### The metal 2 layer

The bar under the picture is 10 um long.
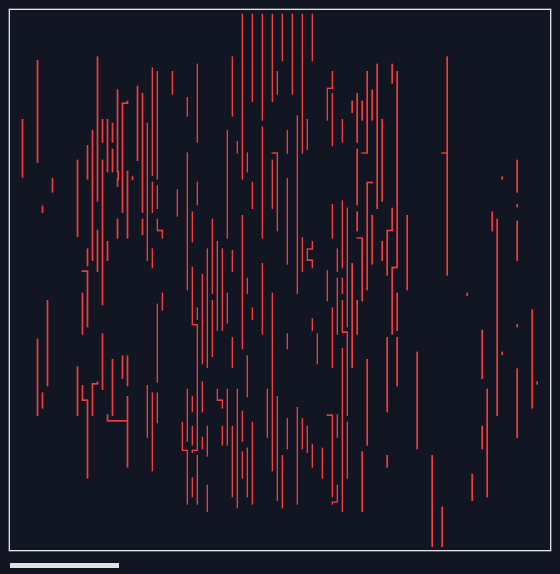
### Clock routing

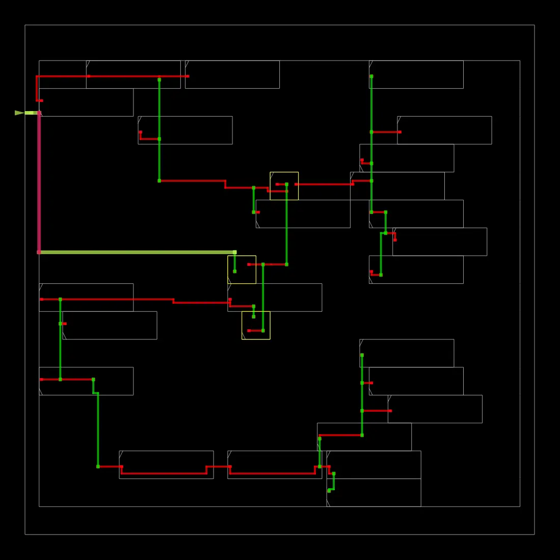
--- src/rtl/sr_latch_arb_pkg.sv ---
// Shared definitions for the SR latch write controller: FSM encodings,
// default geometry and the pulse counter width.
package sr_latch_arb_pkg;

   localparam logic [1:0] SR_ST_IDLE  = 2'd0;
   localparam logic [1:0] SR_ST_SETUP = 2'd1;
   localparam logic [1:0] SR_ST_PULSE = 2'd2;
   localparam logic [1:0] SR_ST_HOLD  = 2'd3;

   localparam int SR_DEF_WIDTH     = 8;
   localparam int SR_DEF_ADDR_W    = 3;
   localparam int SR_DEF_EN_CYCLES = 2;
   localparam int SR_CNT_W         = 4;

   typedef logic [SR_CNT_W-1:0] sr_cnt_t;

endpackage

--- src/rtl/sr_latch_arb_rr_arb2.sv ---
// Two-input round-robin arbiter; the pointer names the requester that wins a tie
// and moves to the loser whenever Advance confirms a grant.
module rr_arb2 (
   input  logic       Clk,
   input  logic       Rst,
   input  logic       Req0,
   input  logic       Req1,
   input  logic       Advance,
   output logic [1:0] Win
);

   logic ptr_q;
   logic ptr_d;

   always_comb begin
      Win = 2'b00;
      if (Req0 && Req1) begin
         Win = ptr_q ? 2'b10 : 2'b01;
      end else if (Req0) begin
         Win = 2'b01;
      end else if (Req1) begin
         Win = 2'b10;
      end
   end

   always_comb begin
      ptr_d = ptr_q;
      if (Advance) begin
         ptr_d = Win[0];
      end
   end

   always_ff @(posedge Clk or posedge Rst) begin
      if (Rst) begin
         ptr_q <= 1'b0;
      end else begin
         ptr_q <= ptr_d;
      end
   end

endmodule

--- src/rtl/sr_latch_arb.sv ---
// Write controller for a bank of gated SR latches: arbitrates two requesters and
// sequences SETUP/PULSE/HOLD. Optional macro SR_LATCH_ARB_CLEAR_EN adds a bulk Clr.
module sr_latch_arb
   import sr_latch_arb_pkg::*;
#(
   parameter int WIDTH     = SR_DEF_WIDTH,
   parameter int ADDR_W    = SR_DEF_ADDR_W,
   parameter int EN_CYCLES = SR_DEF_EN_CYCLES
) (
   input  logic              Clk,
   input  logic              Rst,
   input  logic              Req0,
   input  logic              Req1,
   input  logic [ADDR_W-1:0] Addr0,
   input  logic [ADDR_W-1:0] Addr1,
   input  logic              Val0,
   input  logic              Val1,
`ifdef SR_LATCH_ARB_CLEAR_EN
   input  logic              Clr,
`endif
   output logic              Gnt0,
   output logic              Gnt1,
   output logic              S,
   output logic              R,
   output logic [WIDTH-1:0]  En,
   output logic              Busy,
   output logic              Done,
   output logic              Err,
   output logic [1:0]        State_dbg
);

   // Handshake: a requester raises Req with Addr/Val stable and holds it until it
   // sees its one-cycle Gnt (the cycle after acceptance), then drops Req at the
   // following edge; the loser keeps Req high and is served by the next acceptance.

   logic [1:0]        state_q, state_d;
   logic [ADDR_W-1:0] addr_q, addr_d;
   sr_cnt_t           cnt_q, cnt_d;
   logic              clr_q, clr_d;
   logic              s_q, s_d, r_q, r_d;
   logic              gnt0_q, gnt0_d, gnt1_q, gnt1_d;
   logic              done_q, done_d, err_q, err_d;
   logic              busy_q, busy_d;
   logic [WIDTH-1:0]  en_q, en_d, en_dec;
   logic              addr_oor;
   logic              advance;
   logic [1:0]        win;
   logic              clr_req;

`ifdef SR_LATCH_ARB_CLEAR_EN
   assign clr_req = Clr;
`else
   assign clr_req = 1'b0;
`endif

   rr_arb2 u_arb (
      .Clk     (Clk),
      .Rst     (Rst),
      .Req0    (Req0),
      .Req1    (Req1),
      .Advance (advance),
      .Win     (win)
   );

   assign addr_oor = (int'(addr_q) >= WIDTH);

   always_comb begin
      en_dec = '0;
      if (clr_q) begin
         en_dec = '1;
      end else begin
         for (int i = 0; i < WIDTH; i++) begin
            if (addr_q == ADDR_W'(i)) en_dec[i] = 1'b1;
         end
      end
   end

   always_comb begin
      state_d = state_q;
      addr_d  = addr_q;
      cnt_d   = cnt_q;
      clr_d   = clr_q;
      s_d     = s_q;
      r_d     = r_q;
      gnt0_d  = 1'b0;
      gnt1_d  = 1'b0;
      done_d  = 1'b0;
      err_d   = 1'b0;
      advance = 1'b0;
      case (state_q)
         SR_ST_IDLE: begin
            if (clr_req) begin
               state_d = SR_ST_SETUP;
               clr_d   = 1'b1;
               s_d     = 1'b0;
               r_d     = 1'b1;
            end else if (Req0 || Req1) begin
               state_d = SR_ST_SETUP;
               clr_d   = 1'b0;
               advance = 1'b1;
               if (win[0]) begin
                  addr_d = Addr0;
                  s_d    = Val0;
                  r_d    = ~Val0;
                  gnt0_d = 1'b1;
               end else begin
                  addr_d = Addr1;
                  s_d    = Val1;
                  r_d    = ~Val1;
                  gnt1_d = 1'b1;
               end
            end
         end
         SR_ST_SETUP: begin
            state_d = SR_ST_PULSE;
            cnt_d   = SR_CNT_W'(EN_CYCLES - 1);
         end
         SR_ST_PULSE: begin
            if (cnt_q == '0) begin
               state_d = SR_ST_HOLD;
               done_d  = 1'b1;
               err_d   = ~clr_q & addr_oor;
            end else begin
               cnt_d = cnt_q - 1'b1;
            end
         end
         default: begin
            // S/R are released only once En has been low for a full cycle.
            state_d = SR_ST_IDLE;
            s_d     = 1'b0;
            r_d     = 1'b0;
         end
      endcase
      en_d   = (state_d == SR_ST_PULSE) ? en_dec : '0;
      busy_d = (state_d != SR_ST_IDLE);
   end

   always_ff @(posedge Clk or posedge Rst) begin
      if (Rst) begin
         state_q <= SR_ST_IDLE;
         addr_q  <= '0;
         cnt_q   <= '0;
         clr_q   <= 1'b0;
         s_q     <= 1'b0;
         r_q     <= 1'b0;
         gnt0_q  <= 1'b0;
         gnt1_q  <= 1'b0;
         done_q  <= 1'b0;
         err_q   <= 1'b0;
         busy_q  <= 1'b0;
         en_q    <= '0;
      end else begin
         state_q <= state_d;
         addr_q  <= addr_d;
         cnt_q   <= cnt_d;
         clr_q   <= clr_d;
         s_q     <= s_d;
         r_q     <= r_d;
         gnt0_q  <= gnt0_d;
         gnt1_q  <= gnt1_d;
         done_q  <= done_d;
         err_q   <= err_d;
         busy_q  <= busy_d;
         en_q    <= en_d;
      end
   end

   assign Gnt0      = gnt0_q;
   assign Gnt1      = gnt1_q;
   assign S         = s_q;
   assign R         = r_q;
   assign En        = en_q;
   assign Busy      = busy_q;
   assign Done      = done_q;
   assign Err       = err_q;
   assign State_dbg = state_q;

endmodule

--- config.mk ---
export PLATFORM = sky130hd
export DESIGN_NAME = sr_latch_arb
export DESIGN_NICKNAME = d
export VERILOG_FILES = /design/src/rtl/sr_latch_arb_pkg.sv /design/src/rtl/sr_latch_arb_rr_arb2.sv /design/src/rtl/sr_latch_arb.sv
export SDC_FILE = /design/constraint.sdc
export NUM_CORES = 1
export LEC_CHECK = 0
export CAP_MARGIN = 20
export CORE_MARGIN = 1
export CORE_UTILIZATION = 51
export DETAILED_ROUTE_END_ITERATION = 10
export HOLD_SLACK_MARGIN = 0.15
export PLACE_DENSITY = 0.81
export SETUP_SLACK_MARGIN = 0.15
export SYNTH_ARGS = -nofsm -noshare
export SYNTH_HDL_FRONTEND = slang
export SYNTH_SLANG_ARGS = --single-unit
--- constraint.sdc ---
create_clock -name Clk -period 3.3 [get_ports Clk]
set_input_delay 0.66 -clock Clk [delete_from_list [all_inputs] [get_ports Clk]]
set_output_delay 0.66 -clock Clk [all_outputs]
set_load 0.005 [all_outputs]
==> PnR_summary.wiki <==
=== Synthesis and place and route ===
{| class="wikitable"
! Metric !! Value
|-
| Dominant kind of cell || registers
|-
| NumNets Final || 150
|-
| Count of inverters not on the clock network in the layout || 9
|-
| Yosys warning tally || 0
|-
| Most popular library cell in the synthesized design by count || sky130_fd_sc_hd__dfrtp_1
|-
| Async set-or-reset flop fraction in the synthesized netlist || 1.000
|-
| Outcome || finished, final reports clean
|-
| Total number of tap cells || 27
|-
| Worst Hold Path EP || cnt_q[3]$_DFFE_PP0P_
|-
| Required time of the critical path || 2.64 ns
|-
| First-pass GRT wire length || 3.691 mm
|-
| Proportion of final cell area spent on non-clock buffers || 0.1875
|-
| Number of unique standard cell types used by synthesis || 40
|-
| Number of nets with antenna violations after detailed routing || 0
|-
| Number of clock sinks || 24
|-
| Data arrival time of the worst path || 1.28 ns
|-
| Max FFs per register || 8
|-
| Leakage power || 0.6332 nW
|-
| Delay contributed by the slowest stage of the critical path || 0.54 ns
|-
| Commonest cells after routing, fill and taps aside || 27 x sky130_fd_sc_hd__clkdlybuf4s50_1, 24 x sky130_fd_sc_hd__dfrtp_1, 9 x sky130_fd_sc_hd__inv_1, 9 x sky130_fd_sc_hd__nand2_1, 5 x sky130_fd_sc_hd__ha_1
|-
| Highest signal layer in the routed design || met4
|-
| PnR Total Power || 0.001178 W
|-
| PwrDens || 817.6 mW/mm^2
|-
| Logic gate fraction of the total cell area || 0.3333
|-
| Logic area || 480.5 um^2
|-
| R2R depth || 4
|-
| Critical hold path startpoint || cnt_q[3]$_DFFE_PP0P_
|-
| Setup tns final || 0 ns
|-
| Critical Path Source Type || register
|-
| HPWL after detailed placement || 1.547 mm
|-
| Critical path capture point type || output port
|-
| Setup violators final || 0
|-
| Critical path type || reg2out
|-
| M1 WL || 930 um
|-
| Flop-to-flop setup slack || 1.46 ns
|-
| Instance tally after logic synthesis || 108
|-
| Met3 Wirelength || 90 um
|-
| Global Route met3 Usage || 0.02778
|-
| Slew Limit Fails || 0
|-
| Synth Cell Area || 0.001161 mm^2
|-
| Number of input and output port buffers inserted || 27
|-
| Maximum number of pins on one net before global-route repair || 25
|-
| Area enclosed by the die boundary || 0.002472 mm^2
|-
| Antenna violations before repair || 0
|}
## Picture notes: 'The metal 2 layer'
The wires run mostly vertical. The longest straight run is 20.1 um.
routed via count: 869
met2 Usage GRT: 0.3311
total wire length after detailed routing: 2.050 mm

## Picture notes: 'Clock routing'
clock distribution power: 0.000117 W
clock buffer count from CTS: 3
Worst Clk Skew: 0.003969 ns
CLK BUF: 3
total number of sequential cells: 24

## logic make-up (layout without fill, tap and decap cells)
| group | Yosys count | in the layout | share of synthesized area |
|---|---|---|---|
| and+or+nand+nor | 38 | 38 | 0.2015 |
| DFF | 24 | 24 | 0.5172 |
| other | 1 | 1 | 0.003230 |
| AOI/OAI and AO/OA | 24 | 24 | 0.1552 |
| buffers and inverters | 16 | 39 | 0.06896 |
| adders and majority gates | 5 | 5 | 0.05388 |
## report_power, final
group / leakage (nW) / switching (W) / internal [W]
Clock: 0.0138 / 0.0000750 / 0.0000424
Combinational: 0.312 / 0.000282 / 0.000296
Sequential: 0.308 / 0.0000843 / 0.000398
Power figures rest on the tool's default switching activity, not on a simulated workload.
